--- src/rtl/sipo_8_bit_byte_receiver_pkg.sv ---
`default_nettype none
// ============================================================================
// Module  : sipo_rx_pkg
// Brief   : Shared types and constants for the SIPO byte receiver.
// Revision: 1.0 - initial release
// ============================================================================
package sipo_rx_pkg;

    typedef enum logic [0:0] {
        ST_IDLE  = 1'b0,
        ST_SHIFT = 1'b1
    } rx_state_t;

    localparam int DATA_WIDTH_DEFAULT = 8;
    localparam int COUNT_WIDTH        = 4;

endpackage : sipo_rx_pkg
`default_nettype wire

--- src/rtl/sipo_8_bit_byte_receiver_if.sv ---
`default_nettype none
// ============================================================================
// Module  : sipo_8_bit_byte_receiver_if
// Brief   : Serial input controls and parallel valid/ready output bundle.
// Revision: 1.0 - initial release
// ============================================================================
interface sipo_8_bit_byte_receiver_if #(
    parameter int DATA_WIDTH = 8
) ();
    import sipo_rx_pkg::*;

    logic                   Enable_In;
    logic                   Frame_Start_In;
    logic                   Shift_Data_Signal_In;
    logic                   Serial_Data_In;
    logic                   Data_Ready_In;
    logic [DATA_WIDTH-1:0]  Parallel_Data_Out;
    logic                   Data_Valid_Out;
    logic                   Overrun_Error_Out;
    logic [COUNT_WIDTH-1:0] Bit_Count_Out;

    // Master is the upstream/consumer side, slave is the receiver itself
    modport master (
        output Enable_In, Frame_Start_In, Shift_Data_Signal_In, Serial_Data_In, Data_Ready_In,
        input  Parallel_Data_Out, Data_Valid_Out, Overrun_Error_Out, Bit_Count_Out
    );

    modport slave (
        input  Enable_In, Frame_Start_In, Shift_Data_Signal_In, Serial_Data_In, Data_Ready_In,
        output Parallel_Data_Out, Data_Valid_Out, Overrun_Error_Out, Bit_Count_Out
    );

endinterface : sipo_8_bit_byte_receiver_if
`default_nettype wire

--- src/rtl/sipo_8_bit_byte_receiver_byte_holding_register.sv ---
`default_nettype none
// ============================================================================
// Module  : byte_holding_register
// Brief   : One-entry valid/ready output register with sticky overrun flag.
// Revision: 1.0 - initial release
// ============================================================================
module byte_holding_register #(
    parameter int WIDTH = 8
) (
    input  wire logic             clk,
    input  wire logic             rst,
    input  wire logic             i_load_valid,
    input  wire logic [WIDTH-1:0] i_load_data,
    input  wire logic             i_ready,
    output logic      [WIDTH-1:0] o_data,
    output logic                  o_valid,
    output logic                  o_overrun
);

    logic [WIDTH-1:0] r_data;
    logic             r_valid;
    logic             r_overrun;
    logic             w_accept;
    logic             w_drop;
    logic             w_transfer;

    // A consume on the same edge frees the slot for the incoming byte
    assign w_accept   = i_load_valid && (!r_valid || i_ready);
    assign w_drop     = i_load_valid && r_valid && !i_ready;
    assign w_transfer = r_valid && i_ready;

    always_ff @(posedge clk) begin
        if (rst) begin
            r_data    <= '0;
            r_valid   <= 1'b0;
            r_overrun <= 1'b0;
        end else begin
            if (w_accept) begin
                r_data  <= i_load_data;
                r_valid <= 1'b1;
            end else if (w_transfer) begin
                r_valid <= 1'b0;
            end
            if (w_drop) begin
                r_overrun <= 1'b1;
            end
        end
    end

    assign o_data    = r_data;
    assign o_valid   = r_valid;
    assign o_overrun = r_overrun;

endmodule : byte_holding_register
`default_nettype wire

--- src/rtl/sipo_8_bit_byte_receiver.sv ---
`default_nettype none
// ============================================================================
// Module  : sipo_8_bit_byte_receiver
// Brief   : Serial-in parallel-out byte receiver with valid/ready output.
// Revision: 1.0 - initial release
// ============================================================================
module sipo_8_bit_byte_receiver
    import sipo_rx_pkg::*;
#(
    parameter int DATA_WIDTH = DATA_WIDTH_DEFAULT,
    parameter bit MSB_FIRST  = 1'b1
) (
    input wire logic                Clk_In,
    input wire logic                Reset_In,
    sipo_8_bit_byte_receiver_if.slave rx_if
);

    localparam logic [COUNT_WIDTH-1:0] c_LAST_COUNT = COUNT_WIDTH'(DATA_WIDTH - 1);

    rx_state_t              r_state;
    rx_state_t              w_state_next;
    logic [COUNT_WIDTH-1:0] r_count;
    logic [COUNT_WIDTH-1:0] w_count_next;
    logic [DATA_WIDTH-1:0]  r_shift;
    logic [DATA_WIDTH-1:0]  w_shift_next;
    logic [DATA_WIDTH-1:0]  w_shift_base;
    logic [DATA_WIDTH-1:0]  w_shifted;
    logic                   w_frame_start;
    logic                   w_sample;
    logic                   w_frame_done;

    assign w_frame_start = rx_if.Enable_In && rx_if.Frame_Start_In;
    assign w_sample      = rx_if.Enable_In && rx_if.Shift_Data_Signal_In;

    // A resync on the same edge as a sample shifts into an empty register
    assign w_shift_base  = w_frame_start ? '0 : r_shift;

    if (MSB_FIRST) begin : g_msb_first
        assign w_shifted = {w_shift_base[DATA_WIDTH-2:0], rx_if.Serial_Data_In};
    end else begin : g_lsb_first
        assign w_shifted = {rx_if.Serial_Data_In, w_shift_base[DATA_WIDTH-1:1]};
    end

    always_ff @(posedge Clk_In) begin
        if (Reset_In) begin
            r_state <= ST_IDLE;
            r_count <= '0;
            r_shift <= '0;
        end else begin
            r_state <= w_state_next;
            r_count <= w_count_next;
            r_shift <= w_shift_next;
        end
    end

    always_comb begin
        w_state_next = r_state;
        w_count_next = r_count;
        w_shift_next = r_shift;
        w_frame_done = 1'b0;

        if (w_frame_start) begin
            w_state_next = ST_IDLE;
            w_count_next = '0;
            w_shift_next = '0;
        end

        if (w_sample) begin
            w_shift_next = w_shifted;
            // Resync outranks completion, so a partial byte is never emitted
            if (!w_frame_start && (r_count == c_LAST_COUNT)) begin
                w_frame_done = 1'b1;
                w_state_next = ST_IDLE;
                w_count_next = '0;
                w_shift_next = '0;
            end else begin
                w_state_next = ST_SHIFT;
                w_count_next = w_frame_start ? COUNT_WIDTH'(1) : r_count + COUNT_WIDTH'(1);
            end
        end
    end

    byte_holding_register #(
        .WIDTH (DATA_WIDTH)
    ) u_byte_holding_register (
        .clk          (Clk_In),
        .rst          (Reset_In),
        .i_load_valid (w_frame_done),
        .i_load_data  (w_shifted),
        .i_ready      (rx_if.Data_Ready_In),
        .o_data       (rx_if.Parallel_Data_Out),
        .o_valid      (rx_if.Data_Valid_Out),
        .o_overrun    (rx_if.Overrun_Error_Out)
    );

    assign rx_if.Bit_Count_Out = r_count;

endmodule : sipo_8_bit_byte_receiver
`default_nettype wire

--- src/flat_wrapper.sv ---
// flat-port wrapper written by rule: the top's interface ports become plain ports
module sipo_8_bit_byte_receiver_flat import sipo_rx_pkg::*;
#(
    parameter int DATA_WIDTH = DATA_WIDTH_DEFAULT,
    parameter bit MSB_FIRST  = 1'b1
)
  (Clk_In, Reset_In, rx_if_Enable_In, rx_if_Frame_Start_In, rx_if_Shift_Data_Signal_In, rx_if_Serial_Data_In, rx_if_Data_Ready_In, rx_if_Parallel_Data_Out, rx_if_Data_Valid_Out, rx_if_Overrun_Error_Out, rx_if_Bit_Count_Out);
  sipo_8_bit_byte_receiver_if #(.DATA_WIDTH(DATA_WIDTH)) rx_if_i ();
  input wire logic Clk_In;
  input wire logic Reset_In;
  input wire logic [$bits(rx_if_i.Enable_In)-1:0] rx_if_Enable_In;
  input wire logic [$bits(rx_if_i.Frame_Start_In)-1:0] rx_if_Frame_Start_In;
  input wire logic [$bits(rx_if_i.Shift_Data_Signal_In)-1:0] rx_if_Shift_Data_Signal_In;
  input wire logic [$bits(rx_if_i.Serial_Data_In)-1:0] rx_if_Serial_Data_In;
  input wire logic [$bits(rx_if_i.Data_Ready_In)-1:0] rx_if_Data_Ready_In;
  output wire logic [$bits(rx_if_i.Parallel_Data_Out)-1:0] rx_if_Parallel_Data_Out;
  output wire logic [$bits(rx_if_i.Data_Valid_Out)-1:0] rx_if_Data_Valid_Out;
  output wire logic [$bits(rx_if_i.Overrun_Error_Out)-1:0] rx_if_Overrun_Error_Out;
  output wire logic [$bits(rx_if_i.Bit_Count_Out)-1:0] rx_if_Bit_Count_Out;
  assign rx_if_i.Enable_In = rx_if_Enable_In;
  assign rx_if_i.Frame_Start_In = rx_if_Frame_Start_In;
  assign rx_if_i.Shift_Data_Signal_In = rx_if_Shift_Data_Signal_In;
  assign rx_if_i.Serial_Data_In = rx_if_Serial_Data_In;
  assign rx_if_i.Data_Ready_In = rx_if_Data_Ready_In;
  assign rx_if_Parallel_Data_Out = rx_if_i.Parallel_Data_Out;
  assign rx_if_Data_Valid_Out = rx_if_i.Data_Valid_Out;
  assign rx_if_Overrun_Error_Out = rx_if_i.Overrun_Error_Out;
  assign rx_if_Bit_Count_Out = rx_if_i.Bit_Count_Out;
  sipo_8_bit_byte_receiver #(.DATA_WIDTH(DATA_WIDTH), .MSB_FIRST(MSB_FIRST)) u_core (.Clk_In(Clk_In), .Reset_In(Reset_In), .rx_if(rx_if_i));
endmodule
--- config.mk ---
export PLATFORM = sky130hd
export DESIGN_NAME = sipo_8_bit_byte_receiver_flat
export DESIGN_NICKNAME = d
export VERILOG_FILES = /design/src/rtl/sipo_8_bit_byte_receiver_pkg.sv /design/src/rtl/sipo_8_bit_byte_receiver_if.sv /design/src/rtl/sipo_8_bit_byte_receiver_byte_holding_register.sv /design/src/rtl/sipo_8_bit_byte_receiver.sv /design/src/flat_wrapper.sv
export SDC_FILE = /design/constraint.sdc
export NUM_CORES = 1
export LEC_CHECK = 0
export CAP_MARGIN = 0
export CORE_UTILIZATION = 51
export CTS_CLUSTER_SIZE = 10
export DETAILED_ROUTE_END_ITERATION = 8
export PLACE_DENSITY = 0.81
export SLEW_MARGIN = 20
export SYNTH_ARGS = -nofsm -noshare
export SYNTH_HDL_FRONTEND = slang
export SYNTH_SLANG_ARGS = --single-unit
--- constraint.sdc ---
create_clock -name Clk_In -period 4.2 [get_ports Clk_In]
set_clock_uncertainty 0.2 [all_clocks]
set_input_delay 1.05 -clock Clk_In [delete_from_list [all_inputs] [get_ports Clk_In]]
set_output_delay 1.05 -clock Clk_In [all_outputs]
set_load 0.02 [all_outputs]
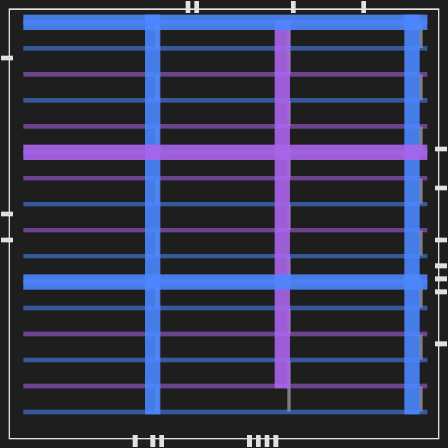
Figure 1: supply network.
Pins as bars on the die edge. Tap cells in gray.
[blue] VSS
[purple] VDD
signal pins: 21
tap cells: 25
met4 straps: 3
rows: 15

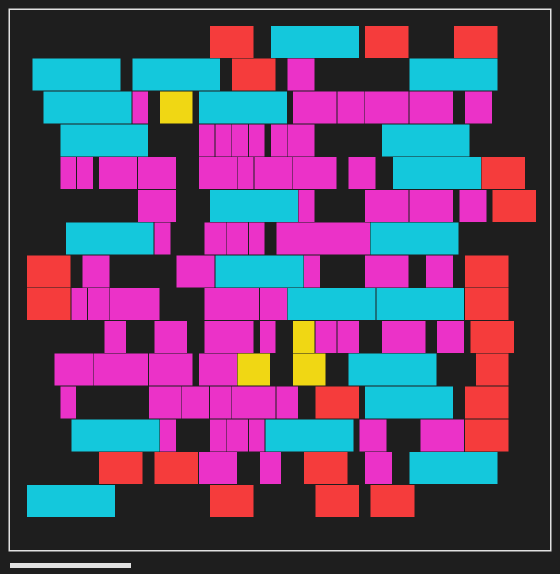
Figure 2: cells colored by class.
Bar = 10 um.
[cyan] registers | cells: 21 | share of their area: 37%
[red] remaining buffers and delay cells | cells: 21 | share of their area: 18%
[magenta] remaining logic cells | cells: 69 | share of their area: 42%
[yellow] clock drivers and dummy loads | cells: 4 | share of their area: 2.4%

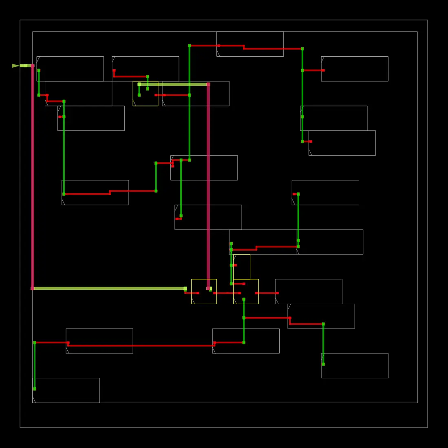
Figure 3: clock nets.
Late-Pin Clk Latency: 0.31 ns
CTS Buf Count: 3
# clock sinks: 21

-- cells by family after synthesis --
group,after synthesis,synth area share
compound gates,18,0.139
fa+ha+maj,1,0.0134
buf+inv,7,0.0455
flops,21,0.450
mux,9,0.0964
simple gates,40,0.256
-- power by group through the flow --
| stage | Combinational [mW] | Sequential [mW] | Clock, mW |
|---|---|---|---|
| 6_report | 0.0262 | 0.202 | 0.0963 |
| 5_1_grt | 0.0283 | 0.202 | 0.105 |
| 4_1_cts | 0.0262 | 0.202 | 0.0988 |
| 3_5_place_dp | 0.0260 | 0.206 | 0 |
| 3_3_place_gp | 0.0253 | 0.206 | 0 |
| 2_1_floorplan | 0.0166 | 0.207 | 0 |
-- flip-flops by register name, indices dropped and copies added (netlist names) --
register,count
u_core.u_byte_holding_register.o_data,8
u_core.r_shift,7
u_core.rx_if.Bit_Count_Out,4
u_core.u_byte_holding_register.o_overrun,1
u_core.u_byte_holding_register.o_valid,1
-- layer usage --
metal / wire [um] / vias up / global-route usage
met5: 0 / - / 0
met4: 46 / 0 / 0.109
met3: 96 / 4 / 0.0480
met2: 834 / 32 / 0.288
met1: 869 / 367 / 0.287
li1: - / 390 / -
-- worst max-delay path by stage --
| stage | slack, ns | to | cells after the start |
|---|---|---|---|
| floorplan | 2.05 | u_core.u_byte_holding_register.o_data[0] | 4 |
| global placement | 1.46 | u_core.rx_if.Bit_Count_Out[2] | 4 |
| detailed placement | 1.40 | u_core.rx_if.Bit_Count_Out[2] | 4 |
| CTS | 1.54 | rx_if_Bit_Count_Out[2] | 1 |
| global route | 1.49 | rx_if_Bit_Count_Out[2] | 1 |
| finish | 1.55 | rx_if_Bit_Count_Out[2] | 1 |
==> impl_metrics.ini <==
; yosys + openroad results
[pwr]
sw_frac_of_total = 0.236
p_int_mw = 0.248
power.share.combinational = 0.081
vdd_drop_max_mv = 0.275
power_mw = 0.324
powerDensity_mw_per_mm2 = 279
pwr-share-seq = 0.622
power_frac_clock = 0.297
p_leak_nw = 0.439

[final_layout]
num-nonclk-buffers = 21
nMultiInputCombCells = 68
fin_cells = 140
fillers = 151
signal_buffer_area_fraction = 0.179
syn2layout_area_growth_pct = 24.4
lay_top_cells = dfxtp_1 (21), clkdlybuf4s50_1 (20), nand2_1 (11), nand2b_1 (10), mux2i_1 (9)
regArea_um2 = 420
nClkBuffers = 3
antenna_cells = 0
design_area_mm2 = 0.00116
logic_area_um2 = 472
final_nets = 124
seq_share = 0.362
dominant_cells = logic gates
final_core_utilization = 0.673
layout-drive-gt1-share = 0.0696
inv_count = 1
clk_share = 0.0237

[synth]
synthTopCellsByArea = dfxtp_1 (45%), mux2i_1 (9.6%), nand2b_1 (6.7%)
ys_cells = 96
yosysTopAreaCell = dfxtp_1
yosysWarnings = 0
synth-edff-count = 0
ys_async_sr_fraction = 0
syn-num-nets = 104
synthCells = 96
netlist_area_um2 = 935
most_common_cell = dfxtp_1
ys_area_um2 = 935
seq_area_frac_synth = 0.450
flop_cell = dfxtp_1
synth_flops = 21
common_cells = dfxtp_1 (21), nand2_1 (11), nand2b_1 (10)
syn_area_per_cell_um2 = 9.74

[placed_design]
dpl_cell_area_mm2 = 0.00113
place_ws_ns = 1.40
dp_hpwl_um = 1270
portBuffers = 20

[global_route]
grt_max_degree = 24
grt_pass1_wl_um = 2910
antenna_found_initial = 0
grt_pass1_vias = 646
track_usage = 0.204

[setup_path]
cp.required_ns = 2.95
path_delay_family = buffers and inverters
crit_path_max_fanout = 7
r2r_start = u_core.rx_if.Bit_Count_Out[0]
crit_buf_inv = 1
max_stage_delay_ns = 0.65
rr_worst_depth = 4
setup.worst_path.start = u_core.rx_if.Bit_Count_Out[2]
r2r_slack_ns = 2.55
crit_path_end_kind = primary output
critPathKind = reg -> out
crit_path_cell_trace = clkdlybuf4s50_1

[sta]
layout_min_cycle_time_ns = 2.65
setup_violations = 0
finalClockPeriodUsage = 0.632
fmax_ghz = 0.377
maxSlewViolCount = 0
tns_ns = 0
finalHoldViolations = 0
rsz0062_at_grt = no
worst_slack_ns = 1.55
hold_ws_ns = 0.277
slew_headroom = 0.680
tightest_slew_ns = 0.480

[clocking]
cts-htree-levels = 1
post_cts_buffers = 0
path_clk_slew_ns = 0.12
cts_resized = 0
hold_buffers = 0
clock_path_buffers = 2

[worst_hold_path]
holdPathStages = 2
hold_class = reg -> reg
hold_start = u_core.r_shift[6]
min_to = u_core.u_byte_holding_register.o_data[7]

[die]
io_pins = 21
die_w_um = 44.8
die_area_mm2 = 0.00201
die_h_um = 44.8
nWellTaps = 25
core_area_mm2 = 0.00173
fp_util = 0.541

[routing]
totalWireLength_um = 1850
first_pass_iters = 4
drtAntennaViolNets = 0
wl_per_cell_um = 13.2
vias = 793

[outcome]
status = completed

[job]
cap_violations = 0
warning_count = 26
Power is estimated from default activity; no workload was simulated.
